### src/rtl/pc_seq_pkg.sv
// Shared types and constants for the next-PC sequencer.
package pc_seq_pkg;

    typedef enum logic [1:0] {
        BOOT = 2'd0,
        RUN  = 2'd1,
        WAIT = 2'd2
    } state_e;

    localparam int unsigned INSTR_BYTES = 4;
    localparam logic [1:0]  ALIGN_MASK  = 2'b11;

endpackage

### src/rtl/pc_seq_sat_counter.sv
// Saturating up-counter: holds at all-ones instead of wrapping.
module pc_seq_sat_counter #(
    parameter int unsigned CNT_W = 32
) (
    input  logic             clk,
    input  logic             reset,
    input  logic             inc_i,
    output logic [CNT_W-1:0] count_o
);

    logic [CNT_W-1:0] count_q;
    logic [CNT_W-1:0] count_d;

    always_comb begin
        count_d = count_q;
        if (inc_i && (count_q != '1)) begin
            count_d = count_q + CNT_W'(1);
        end
    end

    // NOTE: state registers use <= so every flop samples pre-edge values in the same timestep.
    always_ff @(posedge clk or negedge reset) begin
        if (!reset) begin
            count_q <= '0;
        end else begin
            count_q <= count_d;
        end
    end

    assign count_o = count_q;

endmodule

### src/rtl/pc_sequencer.sv
// Next-PC controller: boot, trap, branch redirect, stall and imem-wait arbitration.
// Define PC_SEQ_TRAP_EN to honour trap_i and capture epc_o.
module pc_sequencer
    import pc_seq_pkg::*;
#(
    parameter int unsigned          ADDR_W       = 64,
    parameter logic [ADDR_W-1:0]    RESET_VECTOR = '0,
    parameter logic [ADDR_W-1:0]    TRAP_VECTOR  = ADDR_W'('h100),
    parameter int unsigned          CNT_W        = 32
) (
    input  logic              clk,
    input  logic              reset,
    input  logic [ADDR_W-1:0] pc_i,
    input  logic              stall_i,
    input  logic              branch_taken_i,
    input  logic [ADDR_W-1:0] branch_target_i,
    input  logic              fetch_ready_i,
    input  logic              trap_i,
    output logic [ADDR_W-1:0] pc_next_o,
    output logic              fetch_valid_o,
    output logic              flush_if_id_o,
    output logic              flush_id_ex_o,
    output logic              misalign_o,
    output logic [ADDR_W-1:0] epc_o,
    output logic [CNT_W-1:0]  redirect_cnt_o,
    output logic [CNT_W-1:0]  stall_cnt_o
);

`ifdef PC_SEQ_TRAP_EN
    localparam bit TRAP_EN = 1'b1;
`else
    localparam bit TRAP_EN = 1'b0;
`endif

    state_e            state_q, state_d;
    logic [ADDR_W-1:0] epc_q, epc_d;
    logic              misaligned;
    logic              redirect_inc;
    logic              stall_inc;

    assign misaligned = (branch_target_i[1:0] & ALIGN_MASK) != 2'b00;

    // NOTE: every output of this block gets a default first, so no path can infer a latch.
    always_comb begin
        state_d        = state_q;
        epc_d          = epc_q;
        pc_next_o      = pc_i;
        fetch_valid_o  = 1'b0;
        flush_if_id_o  = 1'b0;
        flush_id_ex_o  = 1'b0;
        misalign_o     = 1'b0;
        redirect_inc   = 1'b0;
        stall_inc      = 1'b0;

        unique case (state_q)
            BOOT: begin
                pc_next_o = RESET_VECTOR;
                state_d   = RUN;
            end
            RUN, WAIT: begin
                fetch_valid_o = 1'b1;
                misalign_o    = branch_taken_i && misaligned;
                // Redirects win over stall/wait; the held instruction is squashed by the flushes.
                if (TRAP_EN && (trap_i || (branch_taken_i && misaligned))) begin
                    pc_next_o     = TRAP_VECTOR;
                    epc_d         = pc_i;
                    flush_if_id_o = 1'b1;
                    flush_id_ex_o = 1'b1;
                    state_d       = RUN;
                end else if (branch_taken_i) begin
                    pc_next_o     = branch_target_i & ~ADDR_W'(ALIGN_MASK);
                    flush_if_id_o = 1'b1;
                    flush_id_ex_o = 1'b1;
                    redirect_inc  = 1'b1;
                    state_d       = RUN;
                end else if (stall_i) begin
                    stall_inc = 1'b1;
                end else if (!fetch_ready_i) begin
                    stall_inc = 1'b1;
                    state_d   = WAIT;
                end else begin
                    pc_next_o = pc_i + ADDR_W'(INSTR_BYTES);
                    state_d   = RUN;
                end
            end
            default: begin
                state_d = BOOT;
            end
        endcase
    end

    always_ff @(posedge clk or negedge reset) begin
        if (!reset) begin
            state_q <= BOOT;
            epc_q   <= '0;
        end else begin
            state_q <= state_d;
            epc_q   <= epc_d;
        end
    end

    assign epc_o = epc_q;

    pc_seq_sat_counter #(.CNT_W(CNT_W)) u_redirect_cnt (
        .clk     (clk),
        .reset   (reset),
        .inc_i   (redirect_inc),
        .count_o (redirect_cnt_o)
    );

    pc_seq_sat_counter #(.CNT_W(CNT_W)) u_stall_cnt (
        .clk     (clk),
        .reset   (reset),
        .inc_i   (stall_inc),
        .count_o (stall_cnt_o)
    );

endmodule

### config.mk
export PLATFORM = sky130hd
export DESIGN_NAME = pc_sequencer
export DESIGN_NICKNAME = d
export VERILOG_FILES = /design/src/rtl/pc_seq_pkg.sv /design/src/rtl/pc_seq_sat_counter.sv /design/src/rtl/pc_sequencer.sv
export SDC_FILE = /design/constraint.sdc
export NUM_CORES = 1
export LEC_CHECK = 0
export ABC_AREA = 1
export CAP_MARGIN = 20
export CORE_MARGIN = 2
export CORE_UTILIZATION = 45
export CTS_CLUSTER_DIAMETER = 60
export DETAILED_ROUTE_END_ITERATION = 8
export HOLD_SLACK_MARGIN = 0.12
export PLACE_DENSITY_LB_ADDON = 0.25
export SYNTH_ARGS = -nofsm -noshare
export SYNTH_HDL_FRONTEND = slang
export SYNTH_SLANG_ARGS = --single-unit
### constraint.sdc
create_clock -name clk -period 2.3 [get_ports clk]
set_clock_uncertainty 0.05 [all_clocks]
set_input_delay 0.46 -clock clk [delete_from_list [all_inputs] [get_ports clk]]
set_output_delay 0.46 -clock clk [all_outputs]
set_load 0.005 [all_outputs]
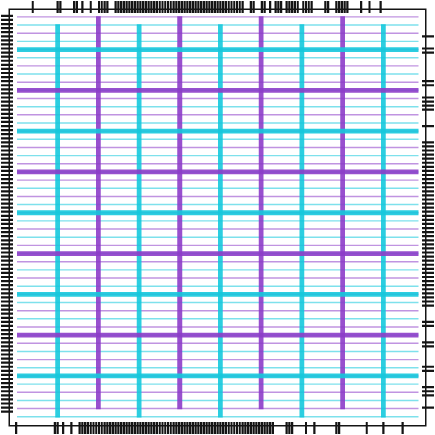
**Above:** run 1 (floorplan with the power grid).
(3 px per µm) Pins as bars on the die edge.
purple -> VDD
cyan -> VSS
met4 straps = 9
met1 rails = 50
Die W: 138 µm
maximum vdd drop: 0.581 mV
Core Box Area: 17800 µm²
Die Span Y: 138 µm

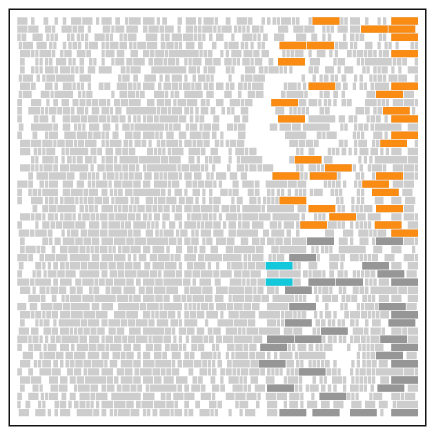
**Above:** run 1 (register map, names as in the netlist).
(3 px per µm) Other sequential cells in the stronger grey, the rest of the logic in the fainter grey.
orange -> u_redirect_cnt.count_o  # sequential cells 32
cyan -> state_q  # sequential cells 2
sequential power: 1580 µW
flop share of the area: 11.4%
post-layout util: 81.5%
Reg area: 1650 µm²

==> results.sh, run 1 <==
# yosys + openroad results
export IMPL_status="complete, but fails checks"
export IMPL_violations="negative setup slack"
export IMPL_synth_avg_cell_area_um2=5.74
export IMPL_worst_slack_ns=-0.309
export IMPL_synthTopCellsByCount="nand2_1, nor2_1, inv_1, nand3_1"
export IMPL_dp_hpwl_um=25600
export IMPL_r2r_cells=14
export IMPL_grt_pass1_vias=11200
export IMPL_cts_tree="done"
export IMPL_synth_area_top_cells="nand2_1, dfrtp_1, nor2_1, inv_1, nand3_1"
export IMPL_design_seq_count=66
export IMPL_simple_gate_area_share_pct=47.2
export IMPL_min_to="u_stall_cnt.count_o[11]"
export IMPL_crit_path_cell_trace="inv_2 > ha_4 > inv_4 > nor2_4 > buf_6 > buf_8 > buf_12 > buf_16 > nand3_2 > a21oi_2 > buf_2"
export IMPL_fp_dieArea_um2=19100
export IMPL_insertedDiodeCount=1
export IMPL_critPathMaxStageDelay_ns=0.37
export IMPL_first_pass_iters=6
export IMPL_min_from="u_stall_cnt.count_o[11]"
export IMPL_worstSetupPathType="reg2out"
export IMPL_crit_fanout=8
export IMPL_synthCells=1413
export IMPL_yosys_warnings=0
export IMPL_place_gp_congestion=0.953
export IMPL_placed_area_um2=12400
export IMPL_clkLatencyLatePin_ns=0.34
export IMPL_setup_viol=64
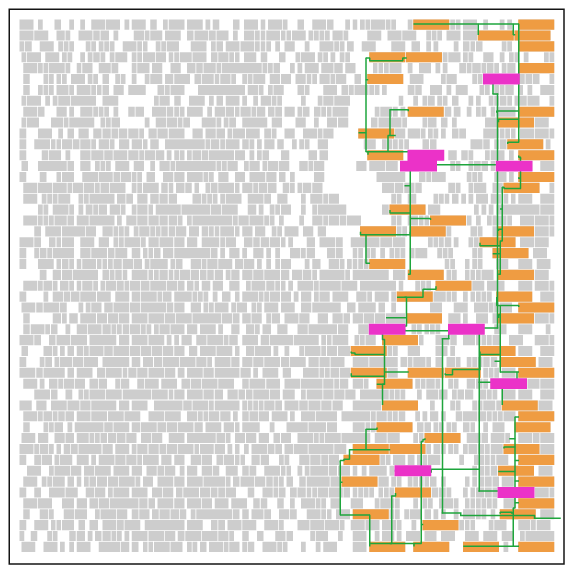
**Above:** run 1 (clock distribution).
(4 px per µm)
orange -> flip-flops  # count 66
green -> clock wires  # length 856 µm
magenta -> cells driving clock nets  # count 9
routed clock nets = 10
clock share of power: 15.0%
Clk. pwr: 1390 µW

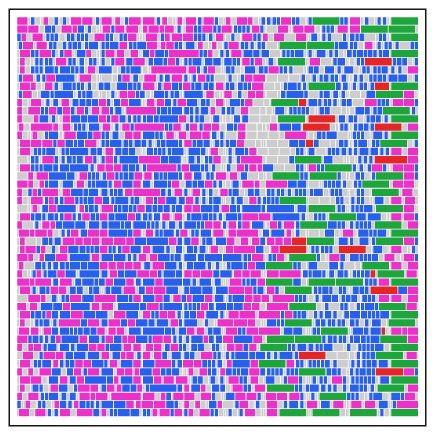
**Above:** run 1 (cells coloured by class).
(3 px per µm) Fill, decap, tap and diode cells in grey.
red -> clock drivers and dummy loads  # cells 16
blue -> all other logic  # cells 1310
green -> flip-flops  # cells 66
magenta -> other buffers and delay cells  # cells 568
Std-Cell Rows: 49
fin area: 14500 µm²

run 1: worst register-to-register path, delay by kind of cell, from the launching register on:
family          cells  cell delay [ns]
buf+inv             9             1.04
flops               1             0.40
compound gates      1             0.09
fa+ha+maj           1             0.22
simple gates        3             0.28
run 1: through the flow:
stage	total power (µW)	hold slack (ns)
floorplan	3750	0.114
global placement	6720	0.452
detailed placement	6770	0.455
CTS	8800	0.469
global route	9760	0.492
finish	9310	0.472
run 1: where the power goes:
part	switching [µW]	internal [µW]	total [µW]	leakage (µW)
Combinational	3180	3160	6340	0.00595
Clock	498	895	1390	0.000145
Sequential	234	1340	1580	0.000868
Total	3910	5400	9310	0.00696
==> run 2: changes to the inputs <==
--- a/config.mk
+++ b/config.mk
@@ -5,10 +5,9 @@
 export SDC_FILE = /design/constraint.sdc
 export NUM_CORES = 1
 export LEC_CHECK = 0
-export ABC_AREA = 1
 export CAP_MARGIN = 20
 export CORE_MARGIN = 2
-export CORE_UTILIZATION = 45
+export CORE_UTILIZATION = 41
 export CTS_CLUSTER_DIAMETER = 60
 export DETAILED_ROUTE_END_ITERATION = 8
 export HOLD_SLACK_MARGIN = 0.12
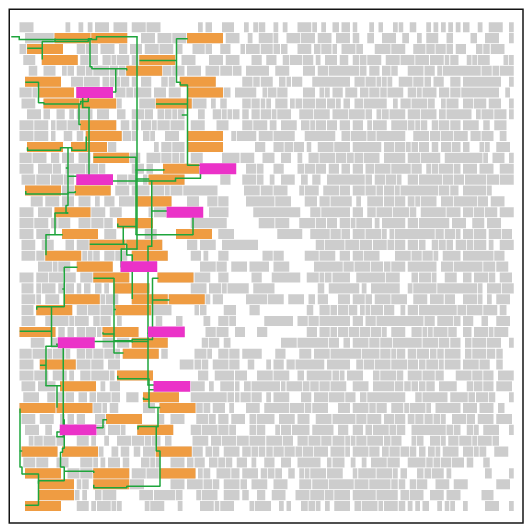
**Above:** run 2 (clock distribution).
(4 px per µm)
magenta -> cells driving clock nets  # count 9
green -> clock wires  # length 862 µm
orange -> flip-flops  # count 66
routed clock nets = 10
Clk. pwr: 1240 µW
clk latency late pin: 0.32 ns

==> run 2 against run 1 <==
Compared with the run above: register-to-register slack got worse by 0.37 ns; largest power group unchanged; hold slack got worse by 0.028 ns; critical path depth decreased by 1; synthesized cell count decreased by 42%; cell area decreased by 17%; non-clock buffer count decreased by 45; largest cell class unchanged; wire length decreased by 22%; sequential share of layout area increased by 2.3 points; die area decreased by 14%; total power decreased by 24%; the flow still finishes with violations (negative setup slack); synthesized area decreased by 22%; via count decreased by 26%.
==> results.sh, run 2 <==
# yosys + openroad results
export IMPL_clkPwrFrac_pct=17.6
export IMPL_crit_fanout=2
export IMPL_place_gp_congestion=0.912
export IMPL_pwr_share_seq_pct=20.0
export IMPL_die_h_um=128
export IMPL_crit_path_cell_trace="buf_8 > nand3_2 > or4_4 > buf_6 > nor4_4 > nand2_2 > buf_6 > buf_4 > o211ai_1 > buf_2"
export IMPL_stdcell_area_um2=12100
export IMPL_synth_area_top_cells="dfrtp_1, buf_4, nand3_1, xnor2_1, nand2_1"
export IMPL_synth_avg_cell_area_um2=7.68
export IMPL_pg_comb_uw=4410
export IMPL_violations="negative setup slack"
export IMPL_worst_slack_ns=-0.612
export IMPL_die_w_um=128
export IMPL_seq_area_share_pct=13.6
export IMPL_seq_area_um2=1650
export IMPL_power_leader="combinational cells"
export IMPL_synthCells=822
export IMPL_worstSetupPathType="in2out"
export IMPL_synthTopCellsByCount="nand2_1, nand3_1, buf_4, dfrtp_1, nor2_1"
export IMPL_fin_util_pct=79.9
export IMPL_design_seq_count=66
export IMPL_dp_hpwl_um=18500
export IMPL_core_area_um2=15100
export IMPL_simple_gate_area_share_pct=32.9
export IMPL_p_int_uw=4370
export IMPL_setup_viol=75
export IMPL_yosys_warnings=0
export IMPL_status="complete, but fails checks"
export IMPL_placed_area_um2=10200
export IMPL_p_comb_share_pct=62.4
export IMPL_switching_power_uw=2690
export IMPL_critPathMaxStageDelay_ns=0.58
export IMPL_hold_slack_ns=0.444
export IMPL_insertedDiodeCount=4
[run 2: worst paths after layout]
check,slack (ns),startpoint,to,depth (start not counted)
worst max-delay path,-0.61,pc_i[16],pc_next_o[51],10
worst min-delay path,0.44,u_redirect_cnt.count_o[17],u_redirect_cnt.count_o[17],1
worst max register to register,-0.26,state_q[1],u_stall_cnt.count_o[31],13
worst min register to register,0.44,u_redirect_cnt.count_o[17],u_redirect_cnt.count_o[17],1
max in group asynchronous,1.28,reset,u_redirect_cnt.count_o[12],3
min in group asynchronous,0.62,reset,u_stall_cnt.count_o[25],3
[run 2: repair_timing]
action / CTS / global route
resized: 584 / 147
setup buffers: 64 / 31
setup endpoints to repair: 78 / 81
pin swaps: 104 / 76
hold buffers: 1 / 0
gates cloned: 3 / 0
hold endpoints to repair: 38 / 0
==> run 3: changes to the inputs <==
--- a/config.mk
+++ b/config.mk
@@ -7,11 +7,12 @@
 export LEC_CHECK = 0
 export CAP_MARGIN = 20
 export CORE_MARGIN = 2
-export CORE_UTILIZATION = 41
+export CORE_UTILIZATION = 42
 export CTS_CLUSTER_DIAMETER = 60
 export DETAILED_ROUTE_END_ITERATION = 8
 export HOLD_SLACK_MARGIN = 0.12
 export PLACE_DENSITY_LB_ADDON = 0.25
 export SYNTH_ARGS = -nofsm -noshare
 export SYNTH_HDL_FRONTEND = slang
+export SYNTH_HIERARCHICAL = 1
 export SYNTH_SLANG_ARGS = --single-unit
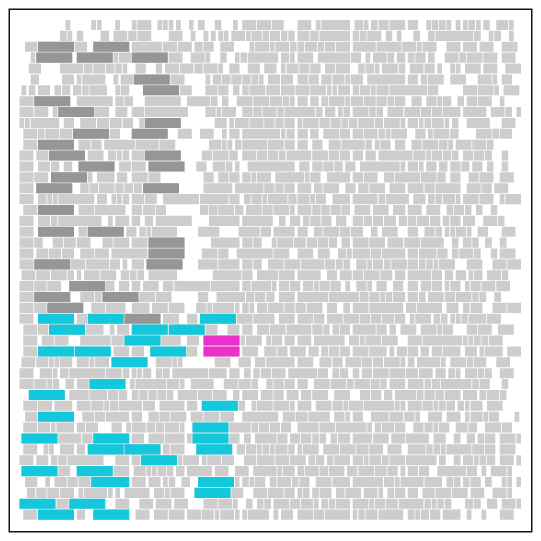
**Above:** run 3 (register map, names as in the netlist).
(4 px per µm) Other sequential cells in the stronger grey, the rest of the logic in the fainter grey.
magenta -> state_q  # sequential cells 2
cyan -> u_redirect_cnt/count_o  # sequential cells 32, where bottom left
not coloured = 32
post-layout util: 86.2%
sequential power: 1470 µW
Reg area: 1650 µm²

==> run 3 against run 2 <==
Compared with the run above: the flow still finishes with violations (negative setup slack); global-route usage grew 7.2 points; clock-buffer cell count is the same; cell count grew 9.9%; maximum frequency shrank 8.0%; synthesized area grew 6.0%; combinational power grew 15%; cell area grew 12%.
==> results.sh, run 3 <==
# yosys + openroad results
export IMPL_setup_viol=106
export IMPL_simple_gate_area_share_pct=36.2
export IMPL_critPathLaunch="pc_i[44]"
export IMPL_p_int_uw=4870
export IMPL_worst_slack_ns=-0.866
export IMPL_worst_r2r_setup_slack_ns=-0.24
export IMPL_placed_area_um2=10800
export IMPL_synthTopCellsByCount="nand2_1, nor2_1, buf_4, dfrtp_1, nand3_1"
export IMPL_clkLatencyLatePin_ns=0.33
export IMPL_ctsResizeCount=724
export IMPL_synth_avg_cell_area_um2=7.61
export IMPL_crit_fanout=4
export IMPL_min_from="u_stall_cnt/count_o[31]"
export IMPL_cp_depth=9
export IMPL_power_leader="combinational cells"
export IMPL_place_gp_congestion=0.989
export IMPL_clkPwrFrac_pct=18.9
export IMPL_min_to="u_stall_cnt/count_o[31]"
export IMPL_status="complete, but fails checks"
export IMPL_violations="negative setup slack"
export IMPL_design_seq_count=66
export IMPL_die_h_um=130
export IMPL_crit_end="pc_next_o[51]"
export IMPL_clock_power_uw=1530
export IMPL_p_comb_share_pct=62.9
export IMPL_r2r_end="u_redirect_cnt/count_o[13]"
export IMPL_insertedDiodeCount=1
export IMPL_r2r_cells=14
export IMPL_core_area_um2=15700
## run 3: cell types whose count changed after synthesis, moves of 6 or more
cell,previous run,this run
a21oi_1,36,49
a31oi_1,15,6
buf_1,0,7
inv_1,15,25
nand3_1,78,64
nand4_1,32,58
nor3_1,14,27
o21ai_0,57,48
o22ai_1,3,13
o311ai_0,11,2
xnor2_1,42,48
xor2_1,18,10
## run 3: stage by stage
| step | hold WS (ns) | utilization [%] |
|---|---|---|
| 6_report | 0.450 | 86.2 |
| 5_1_grt | 0.469 | 86.2 |
| 4_1_cts | 0.448 | 80.6 |
| 3_5_place_dp | 0.440 | 68.6 |
| 3_3_place_gp | 0.431 | 68.6 |
| 2_1_floorplan | 0.114 | - |
No activity file was given, so power comes from the tool's default toggle rates.
